==> src/rtl/sobel_grad_3x3_pkg.sv <==
// Shared constants and helpers for the Sobel gradient stage and the downstream NMS stage.
package sobel_grad_3x3_pkg;

  localparam int GRAD_W   = 11;
  localparam int MAG_W    = GRAD_W - 1;
  localparam int PROD_W   = 20;
  localparam int TAN22_Q8 = 106;
  localparam int TAN67_Q8 = 618;

  typedef enum logic [1:0] {
    DIR_0   = 2'd0,
    DIR_45  = 2'd1,
    DIR_90  = 2'd2,
    DIR_135 = 2'd3
  } grad_dir_e;

  // Constant multiply built only from shifts and adds of the set bits of k.
  function automatic logic [PROD_W-1:0] mul_const(input logic [MAG_W-1:0] v, input int k);
    logic [PROD_W-1:0] x;
    logic [PROD_W-1:0] acc;
    x   = PROD_W'(v);
    acc = '0;
    for (int i = 0; i < PROD_W; i++) begin
      if (k[i]) acc = acc + (x << i);
    end
    return acc;
  endfunction

  function automatic logic [MAG_W-1:0] abs_grad(input logic [GRAD_W-1:0] v);
    logic [GRAD_W-1:0] n;
    n = ~v + GRAD_W'(1);
    return v[GRAD_W-1] ? n[MAG_W-1:0] : v[MAG_W-1:0];
  endfunction

endpackage

==> src/rtl/sobel_grad_3x3_dir.sv <==
// Gradient direction quantiser: compares |Gy| against |Gx|*tan(22.5/67.5) in Q8 and registers the sector.
module grad_dir_quant
  import sobel_grad_3x3_pkg::*;
(
  input  logic              clk,
  input  logic              rst_n,
  input  logic              vld,
  input  logic              border,
  input  logic              sgn,
  input  logic [PROD_W-1:0] gx_t22,
  input  logic [PROD_W-1:0] gx_t67,
  input  logic [PROD_W-1:0] gy_q8,
  output logic [1:0]        grad_dir
);

  grad_dir_e dir_c;

  // A zero gradient would otherwise fall through both compares into a diagonal sector.
  always_comb begin
    dir_c = DIR_0;
    if (border || (gx_t22 == '0 && gy_q8 == '0)) dir_c = DIR_0;
    else if (gy_q8 < gx_t22)                      dir_c = DIR_0;
    else if (gy_q8 > gx_t67)                      dir_c = DIR_90;
    else if (sgn)                                 dir_c = DIR_135;
    else                                          dir_c = DIR_45;
  end

  always_ff @(posedge clk or negedge rst_n) begin
    if (!rst_n)   grad_dir <= 2'd0;
    else if (vld) grad_dir <= dir_c;
  end

endmodule

==> src/rtl/sobel_grad_3x3.sv <==
// Canny stage 2: 3-cycle pipelined Sobel gradient magnitude and quantised direction,
// with frame position tracking so top/left border windows are zeroed.
module sobel_grad_3x3
  import sobel_grad_3x3_pkg::*;
#(
  parameter int IMG_W = 1024,
  parameter int IMG_H = 768,
  parameter int DW    = 8
) (
  input  logic          clk,
  input  logic          rst_n,
  input  logic          win_vld,
  input  logic [DW-1:0] a1,
  input  logic [DW-1:0] a2,
  input  logic [DW-1:0] a3,
  input  logic [DW-1:0] a4,
  input  logic [DW-1:0] a5,
  input  logic [DW-1:0] a6,
  input  logic [DW-1:0] a7,
  input  logic [DW-1:0] a8,
  input  logic [DW-1:0] a9,
  output logic [DW-1:0] grad_mag,
  output logic [1:0]    grad_dir,
  output logic          dout_vld,
  output logic          dout_eof
);

  localparam int CW = (IMG_W > 1) ? $clog2(IMG_W) : 1;
  localparam int RW = (IMG_H > 1) ? $clog2(IMG_H) : 1;

  logic [CW-1:0] col;
  logic [RW-1:0] row;
  logic          last_col, last_row, border_c;

  logic [GRAD_W-1:0] gx_pos, gx_neg, gy_pos, gy_neg, gx_c, gy_c;

  logic              s1_vld, s1_border, s1_eof;
  logic [GRAD_W-1:0] s1_gx, s1_gy;

  logic              s2_vld, s2_border, s2_eof, s2_sgn;
  logic [MAG_W-1:0]  s2_abs_gx, s2_abs_gy;
  logic [PROD_W-1:0] s2_gx_t22, s2_gx_t67, s2_gy_q8;

  logic [GRAD_W-1:0] mag_sum;

  assign last_col = (col == CW'(IMG_W - 1));
  assign last_row = (row == RW'(IMG_H - 1));
  assign border_c = (col < CW'(2)) || (row < RW'(2));

  // Sums are non-negative and fit in GRAD_W; the modular difference is the signed gradient.
  assign gx_pos = GRAD_W'(a3) + (GRAD_W'(a6) << 1) + GRAD_W'(a9);
  assign gx_neg = GRAD_W'(a1) + (GRAD_W'(a4) << 1) + GRAD_W'(a7);
  assign gy_pos = GRAD_W'(a7) + (GRAD_W'(a8) << 1) + GRAD_W'(a9);
  assign gy_neg = GRAD_W'(a1) + (GRAD_W'(a2) << 1) + GRAD_W'(a3);
  assign gx_c   = gx_pos - gx_neg;
  assign gy_c   = gy_pos - gy_neg;

  always_ff @(posedge clk or negedge rst_n) begin
    if (!rst_n) begin
      col <= '0;
      row <= '0;
    end else if (win_vld) begin
      if (last_col) begin
        col <= '0;
        row <= last_row ? '0 : row + 1'b1;
      end else begin
        col <= col + 1'b1;
      end
    end
  end

  always_ff @(posedge clk or negedge rst_n) begin
    if (!rst_n) begin
      s1_vld    <= 1'b0;
      s1_border <= 1'b0;
      s1_eof    <= 1'b0;
      s1_gx     <= '0;
      s1_gy     <= '0;
    end else begin
      s1_vld    <= win_vld;
      s1_border <= border_c;
      s1_eof    <= win_vld && last_col && last_row;
      s1_gx     <= gx_c;
      s1_gy     <= gy_c;
    end
  end

  always_ff @(posedge clk or negedge rst_n) begin
    if (!rst_n) begin
      s2_vld    <= 1'b0;
      s2_border <= 1'b0;
      s2_eof    <= 1'b0;
      s2_sgn    <= 1'b0;
      s2_abs_gx <= '0;
      s2_abs_gy <= '0;
      s2_gx_t22 <= '0;
      s2_gx_t67 <= '0;
      s2_gy_q8  <= '0;
    end else begin
      s2_vld    <= s1_vld;
      s2_border <= s1_border;
      s2_eof    <= s1_eof;
      s2_sgn    <= s1_gx[GRAD_W-1] ^ s1_gy[GRAD_W-1];
      s2_abs_gx <= abs_grad(s1_gx);
      s2_abs_gy <= abs_grad(s1_gy);
      s2_gx_t22 <= mul_const(abs_grad(s1_gx), TAN22_Q8);
      s2_gx_t67 <= mul_const(abs_grad(s1_gx), TAN67_Q8);
      s2_gy_q8  <= PROD_W'(abs_grad(s1_gy)) << 8;
    end
  end

  assign mag_sum = GRAD_W'(s2_abs_gx) + GRAD_W'(s2_abs_gy);

  // Magnitude and direction hold through bubbles; the eof tag is a single-cycle strobe.
  always_ff @(posedge clk or negedge rst_n) begin
    if (!rst_n) begin
      grad_mag <= '0;
      dout_vld <= 1'b0;
      dout_eof <= 1'b0;
    end else begin
      dout_vld <= s2_vld;
      dout_eof <= s2_vld && s2_eof;
      if (s2_vld) begin
        if (s2_border)                          grad_mag <= '0;
        else if (mag_sum > GRAD_W'((1 << DW) - 1)) grad_mag <= '1;
        else                                    grad_mag <= mag_sum[DW-1:0];
      end
    end
  end

  grad_dir_quant u_dir (
    .clk      (clk),
    .rst_n    (rst_n),
    .vld      (s2_vld),
    .border   (s2_border),
    .sgn      (s2_sgn),
    .gx_t22   (s2_gx_t22),
    .gx_t67   (s2_gx_t67),
    .gy_q8    (s2_gy_q8),
    .grad_dir (grad_dir)
  );

endmodule

==> config.mk <==
export PLATFORM = sky130hd
export DESIGN_NAME = sobel_grad_3x3
export DESIGN_NICKNAME = d
export VERILOG_FILES = /design/src/rtl/sobel_grad_3x3_pkg.sv /design/src/rtl/sobel_grad_3x3_dir.sv /design/src/rtl/sobel_grad_3x3.sv
export SDC_FILE = /design/constraint.sdc
export NUM_CORES = 1
export LEC_CHECK = 0
export CELL_PAD_IN_SITES_DETAIL_PLACEMENT = 0
export CELL_PAD_IN_SITES_GLOBAL_PLACEMENT = 1
export CORE_MARGIN = 8
export CORE_UTILIZATION = 46
export CTS_CLUSTER_DIAMETER = 60
export CTS_CLUSTER_SIZE = 10
export DETAILED_ROUTE_END_ITERATION = 10
export GPL_TIMING_DRIVEN = 0
export PLACE_DENSITY_LB_ADDON = 0.2
export SLEW_MARGIN = 20
export SYNTH_ARGS = -nofsm -noshare
export SYNTH_HDL_FRONTEND = slang
export SYNTH_SLANG_ARGS = --single-unit
export TNS_END_PERCENT = 5
==> constraint.sdc <==
create_clock -name clk -period 6.7 [get_ports clk]
set_clock_uncertainty 0.1 [all_clocks]
set_input_delay 1.34 -clock clk [delete_from_list [all_inputs] [get_ports clk]]
set_output_delay 1.34 -clock clk [all_outputs]
set_load 0.05 [all_outputs]
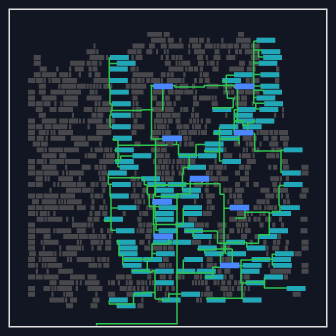
Run 1: clock wires, drivers and flops
[clock wires] green | length: 1280 um
[clock drivers] blue | count: 9
[flip-flops] cyan | count: 106
routed clock nets: 10

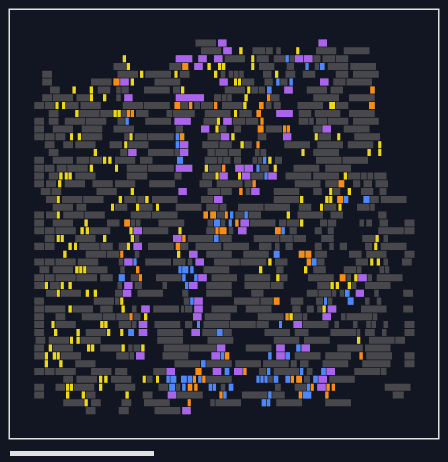
Run 1: selected gate families
Bar = 50 um.
| family | colour | cells |
|---|---|---|
| inverters | yellow | 149 |
| NOR gates | orange | 60 |
| XOR/XNOR gates | purple | 72 |
| NAND gates | blue | 70 |

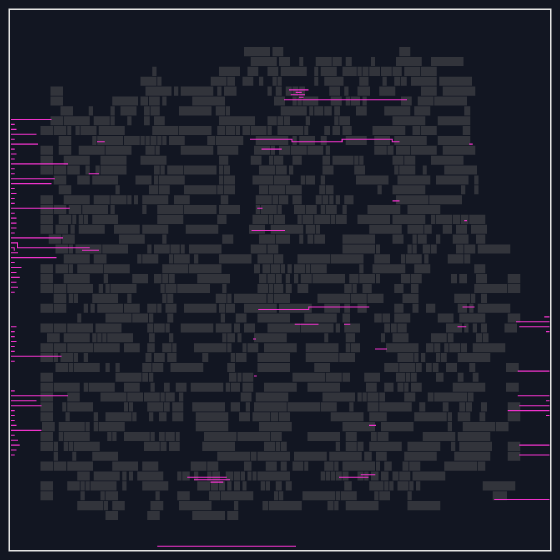
Run 1: signal wires on met3
nets with wire on the layer: 89
main direction: horizontal
longest straight run: 38.0 um
wire length on this layer: 545 um
share of all routed wire: 3.4%

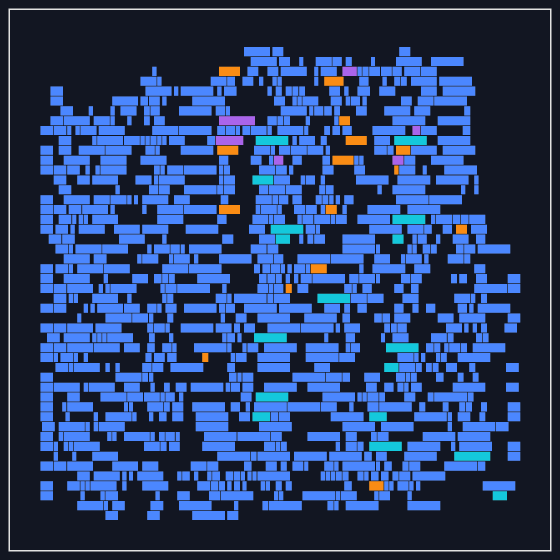
Run 1: sizing map
| size | colour | cells | share |
|---|---|---|---|
| _6 and larger | cyan | 17 | 1.9% |
| _2 cells | orange | 15 | 1.7% |
| _0 and _1 cells | blue | 838 | 96% |
| _3 and _4 cells | purple | 6 | 0.68% |
non-clock buffer count: 84
cell area after layout: 9530 sq um
smallest setup slack after layout: 613 ps

==> run notes, run 1 <==
Physical design

The run finished with clean final reports. Per the hold report, the tightest min-delay path originates at s1_eof. The number of cells on the worst hold path stands at 0. The number of cells on the worst reg-to-reg path is 23. At the pin with the least slew margin, the transition time is 829 ps. STA classifies the critical path startpoint as a flop. Routing resource usage on met1 recorded by global route was 0.193. At the end of the flow the core is filled with cells to 0.551. Counting instances in the post-synthesis netlist gives the leading cell types as 147 x inv_1, 106 x dfrtp_1, 86 x ha_1. The core utilization before placement stands at 0.469.

The number of detailed-routing iterations run before antenna repair stands at 5. The layout sequential cell count stands at 106. The average routed wire per standard cell stands at 14.7 um.

The area fraction in compound gates after synthesis stands at 0.112. The layout has 11 clock buffers. TritonCTS built the clock tree. In the final layout, the registers with the most flip-flops are s2_gx_t67: 19 flops, s1_gx: 11 flops, s1_gy: 11 flops. The flip-flop and latch area stands at 2650 sq um. The post-route setup TNS stands at 0 ps. The number of buffers between clock root and the deepest sink stands at 2. The standard cell area after detailed placement stands at 9210 sq um.

According to the hold report, the worst path is of the reg -> reg type. Summed over all nets, wire length on met3 after detailed routing comes to 545 um. For the finished layout, the period the worst path requires is 6090 ps. Setup repair after global routing left no endpoint under its margin. The deepest level of the CTS H-tree stands at 3. The clock distribution area overhead in the final layout stands at 0.0324. The parity-gate share of the synthesized area counting xor and xnor cells stands at 0.0828. The repair_antennas step left the layout with diodes totalling 0. STA classifies the critical path endpoint as a flop.

The die is 149 um wide. The count of non-CTS inverters in the layout stands at 149.

The endpoint identified for the worst register-to-register timing path is s2_gx_t67[17]. The finished design was reported to have a net count of 1104. Entering global routing, the biggest net connects 76 pins. Ranked by flip-flop count, first place goes to s2_gx_t67. The core region area stands at 17300 sq um.

The synth_stat.txt file lists the number of cells as 780. The post-cts hold buffer count stands at 0. The non-clock buffer share of cell area stands at 0.0875.

The worst setup path is of the reg -> reg kind. For this run, the number of standard cells in the final layout without fillers is 1101. The quantity of gates resized following cts stands at 0.

The remaining design rule violation count stands at 0. Among all stages on the critical path, the largest delay is contributed by dfrtp_1. Per the cell usage report, the commonest logic cell in the layout is inv_1. The clock slew seen by the registers of the worst setup and hold paths stands at 80 ps.

Counting every net in the synthesized netlist gives 1013. The detailed-placement wirelength estimate stands at 13800 um. Per the CTS log, the root buffer master is clkbuf_16. The gate count after technology mapping stands at 780. Per STA, the endpoint of the critical path is s2_gx_t67[17]. Among all cell types in the netlist, the one instantiated most often is inv_1. Looking at the cell usage after synthesis, the top flip-flop cell is dfrtp_1. The launch point of the worst register-to-register path is recorded as s1_gx[0].

Detailed-route iteration 0 reported a violation count of 192. Among all stages on the critical path, the maximum delay recorded is 550 ps. The area fraction in and, or, nand and nor cells after synthesis stands at 0.0906. The global routing usage on met3 stands at 0.0267. The die outline height stands at 149 um. Derived from the worst setup path, the maximum achievable clock frequency is 0.164 GHz. Dividing the detail-routed via count by the number of cells gives 5.06. After filler insertion, the fill cell instance count of the layout stands at 1550. The critical path contains buffers and inverters numbering 5 combined.

In the layout the commonest cells are 147 x inv_1, 106 x dfrtp_1, 86 x ha_1. The multi-input logic area stands at 4890 sq um. The total of endpoints with negative setup slack in the final report stands at 0. The aggregate global routing overflow stands at 0. Per the synth stats, the proportion of register bits with asynchronous set or reset is 1.00. The highest net fanout along the worst path stands at 8.
==> run 2: changes to the inputs <==
- HOLD_SLACK_MARGIN: unset -> 0.08
- PLACE_DENSITY: unset -> 0.87
- PLACE_DENSITY_LB_ADDON: 0.2 -> unset
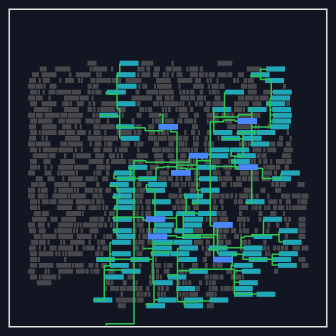
Run 2: clock wires, drivers and flops
[clock drivers] blue | count: 9
[flip-flops] cyan | count: 106
[clock wires] green | length: 1230 um
routed clock nets: 10

==> run notes, run 2 <==
Physical design

The fraction of synthesis flops using an asynchronous set or reset pin stands at 1.00 (unchanged). The amount of wire on met3 after detailed routing stands at 980 um (+80%). The count of non-CTS inverters in the layout stands at 149 (unchanged).

The final critical delay including setup and external delays stands at 6040 ps (-49.3 ps). The average routed wire per standard cell is 14.2 um (-3.4%). The clock distribution area overhead in the final layout stands at 0.0328 (+0.000355). The count of clock-net buffers in the final layout stands at 9 (-2). The longest individual stage delay on the worst path stands at 540 ps (about the same). The total of plain and repair buffers excluding clock buffers stands at 85 (+1.2%).

The count of instantiated cells in the yosys netlist stands at 780 (unchanged). The standard cell area after detailed placement is 9210 sq um (unchanged). The total of endpoints with negative setup slack in the final report was 0 (unchanged). By instance count, the leading cell after synthesis is inv_1.

The aggregate global routing overflow came to 0 (unchanged). The post-route core utilization came to 0.552 (+0.000651). In the final layout, the registers with the most flip-flops are s2_gx_t67: 19 flops, s1_gx: 11 flops, s1_gy: 11 flops. For the worst min-delay path, the startpoint reported by OpenROAD is s1_vld. The width of the chip was 149 um (unchanged). The quantity of gates resized following cts was 0 (unchanged). The number of buffers between clock root and the deepest sink was 2 (unchanged).

The clock slew seen by the registers of the worst setup and hold paths stands at 70 ps (about the same). The top achievable clock speed stands at 0.166 GHz (+0.82%). The worst setup path is captured at a flop.

Looking at the critical path, the single cell with the biggest stage delay is dfrtp_1. The deepest level of the CTS H-tree stands at 3 (unchanged). STA classifies the critical path startpoint as a flop.

The core region area stands at 17300 sq um (unchanged). The post-cts hold buffer count was 0 (unchanged). The number of cells on the worst hold path stands at 0 (unchanged). The most critical setup path has its endpoint at s2_gx_t67[17]. The critical path in this run is classified as reg -> reg. The most common logic cells in the final layout are 147 x inv_1, 106 x dfrtp_1, 86 x ha_1.

The non-clock buffer share of cell area was 0.0882 (+0.000683). The core utilization before placement is 0.469 (unchanged). The flip-flop and latch area stands at 2650 sq um (unchanged). Looking at the clock tree report, the root buffer type is clkbuf_16. The global routing usage on met3 stands at 0.0361 (+0.00941). The area fraction in compound gates after synthesis is 0.112 (unchanged). The number of nets at floorplan stands at 1013 (unchanged). The maximum number of pins on one net before global-route repair is 77 (+1.3%).

TritonCTS built the clock tree. The final instance count without filler cells stands at 1102 (+0.091%).

The number of buffers and inverters on the critical path stands at 5 (unchanged). The gate count after technology mapping stands at 780 (unchanged). Looking at the reg2reg group, the worst path ends at s2_gx_t67[17]. The flow ran to the end, and the final reports show no timing, DRC or antenna violations.

The worst-margin pin slew stands at 854 ps (+25.3 ps). The post-route setup TNS stands at 0 ps (unchanged). The area fraction in and, or, nand and nor cells after synthesis is 0.0906 (unchanged).

STA lists the startpoint of the worst register-to-register path as s1_gx[0]. The final cell area excluding filler cells stands at 9540 sq um (+0.12%). The highest net fanout along the worst path came to 8 (unchanged).
==> run 3: changes to the inputs <==
- CORE_UTILIZATION: 46 -> 45
- CTS_CLUSTER_SIZE: 10 -> 25
- PLACE_DENSITY: 0.87 -> 0.85
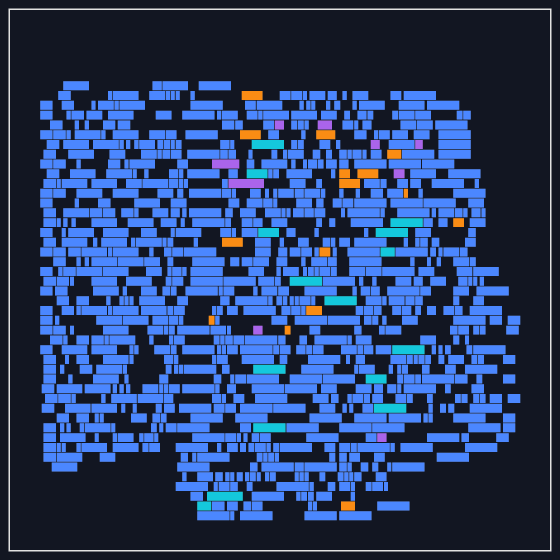
Run 3: sizing map
| size | colour | cells | share |
|---|---|---|---|
| _6 and larger | cyan | 15 | 1.7% |
| _2 cells | orange | 15 | 1.7% |
| _0 and _1 cells | blue | 838 | 96% |
| _3 and _4 cells | purple | 9 | 1.0% |

==> run notes, run 3 <==
Physical design

The global routing met1 resource utilization stands at 0.186. TritonCTS built the clock tree. In the final layout, the share of cells above drive strength 1 is 0.0445. The synthesized area divided by synthesized cell count stands at 10.4 sq um.

The amount of wire on met3 after detailed routing was 713 um (-27%). The maximum number of pins on one net before global-route repair stands at 76 (-1.3%). Among all stages on the critical path, the largest delay is contributed by dfrtp_1. The multi-input logic area stands at 4890 sq um. The startpoint identified for the worst hold timing path is s1_eof. The fraction of synthesis flops using an asynchronous set or reset pin stands at 1.00 (unchanged).

The worst setup path is launched from a flop. The number of cells on the worst hold path is 0 (unchanged). The longest individual stage delay on the worst path stands at 540 ps (about the same). Per the cell usage report, the commonest logic cells after layout are 147 x inv_1, 106 x dfrtp_1, 86 x ha_1. The tree is rooted in a clkbuf_16. The clock slew seen by the registers of the worst setup and hold paths came to 80 ps (about the same). Per the layout area report, the combinational fraction of cell area is 0.513.

The clock distribution area overhead in the final layout stands at 0.0324 (-0.000398). The number of buffers between clock root and the deepest sink came to 2 (unchanged).

The count of clock-net buffers in the final layout stands at 9 (unchanged). Per the timing report, the most critical flop-to-flop path originates at s1_gx[0]. The width of the chip is 150 um (+0.98%). The most common logic cell in the final layout is inv_1.

The area fraction in and, or, nand and nor cells after synthesis came to 0.0906 (unchanged). The floorplan die area stands at 22600 sq um. The non-clock buffer share of cell area stands at 0.0882 (about the same). The deepest level of the CTS H-tree is 3 (unchanged). The standard cell area after detailed placement was 9210 sq um (about the same). The flip-flop and latch area came to 2650 sq um (unchanged). The final instance count without filler cells stands at 1106 (+0.36%). The area fraction in compound gates after synthesis stands at 0.112 (unchanged). Per the placement report, the placed cell count is 1088. The highest net fanout along the worst path stands at 8 (unchanged). In this design, the largest share of critical-path delay is due to AND-OR/OR-AND gates. The core region area is 17800 sq um (+3.1%). The count of instantiated cells in the yosys netlist is 780 (unchanged). According to the hold report, the worst path is of the reg -> reg type. The quantity of gates resized following cts stands at 0 (unchanged). The post-cts hold buffer count came to 0 (unchanged). In the final layout, the fill cell count is 1593. The global routing usage on met3 came to 0.0286 (-0.00755). The script parses the final routing iteration and logs DRC violations as 0.

The top achievable clock speed stands at 0.163 GHz (-1.3%). The worst-margin pin slew stands at 800 ps (-54.7 ps).

Per STA, the endpoint of the critical path is s2_gx_t67[17]. STA classifies the critical path endpoint as a flop. The fraction of cell area in sequential cells is reported as 0.278.

The signal on the critical path passes through inv_1 -> ha_1 -> inv_1 -> o31ai_1 -> xor2_2 -> inv_1 -> xnor2_1 -> ha_1 -> inv_1 -> fa_1 -> inv_1 -> ha_1 -> nand2_1 -> a2111oi_1 -> nor3_1 -> o21bai_1 -> a21o_1 -> a21oi_1 -> xnor2_1 -> ha_1 -> and3_1 -> a2111oi_0 -> nand3_1. The layout net count stands at 1105. The critical path is of the reg -> reg type. The core utilization before placement stands at 0.455 (-0.0143). The number of nets at floorplan stands at 1013 (unchanged).

The post-route core utilization stands at 0.535 (-0.0168). The average routed wire per standard cell was 14.0 um (-1.2%). The final critical delay including setup and external delays stands at 6120 ps (+81.0 ps).

The final cell area excluding filler cells came to 9550 sq um (about the same). For this run the top cell type by instance count after synthesis was inv_1. The number of buffers and inverters on the critical path came to 5 (unchanged). After its last routability iteration, the placer logged a weighted congestion of 0.875.

The gate count after technology mapping stands at 780 (unchanged). The via count of the first global-routing pass came to 5811. The total of plain and repair buffers excluding clock buffers was 85 (unchanged). The aggregate global routing overflow was 0 (unchanged). Post-route period utilization is reported as 0.913. The flow ran to the end, and the final reports show no timing, DRC or antenna violations. The total of endpoints with negative setup slack in the final report stands at 0 (unchanged).

STA lists the endpoint of the worst register-to-register path as s2_gx_t67[17]. The count of non-CTS inverters in the layout stands at 149 (unchanged).
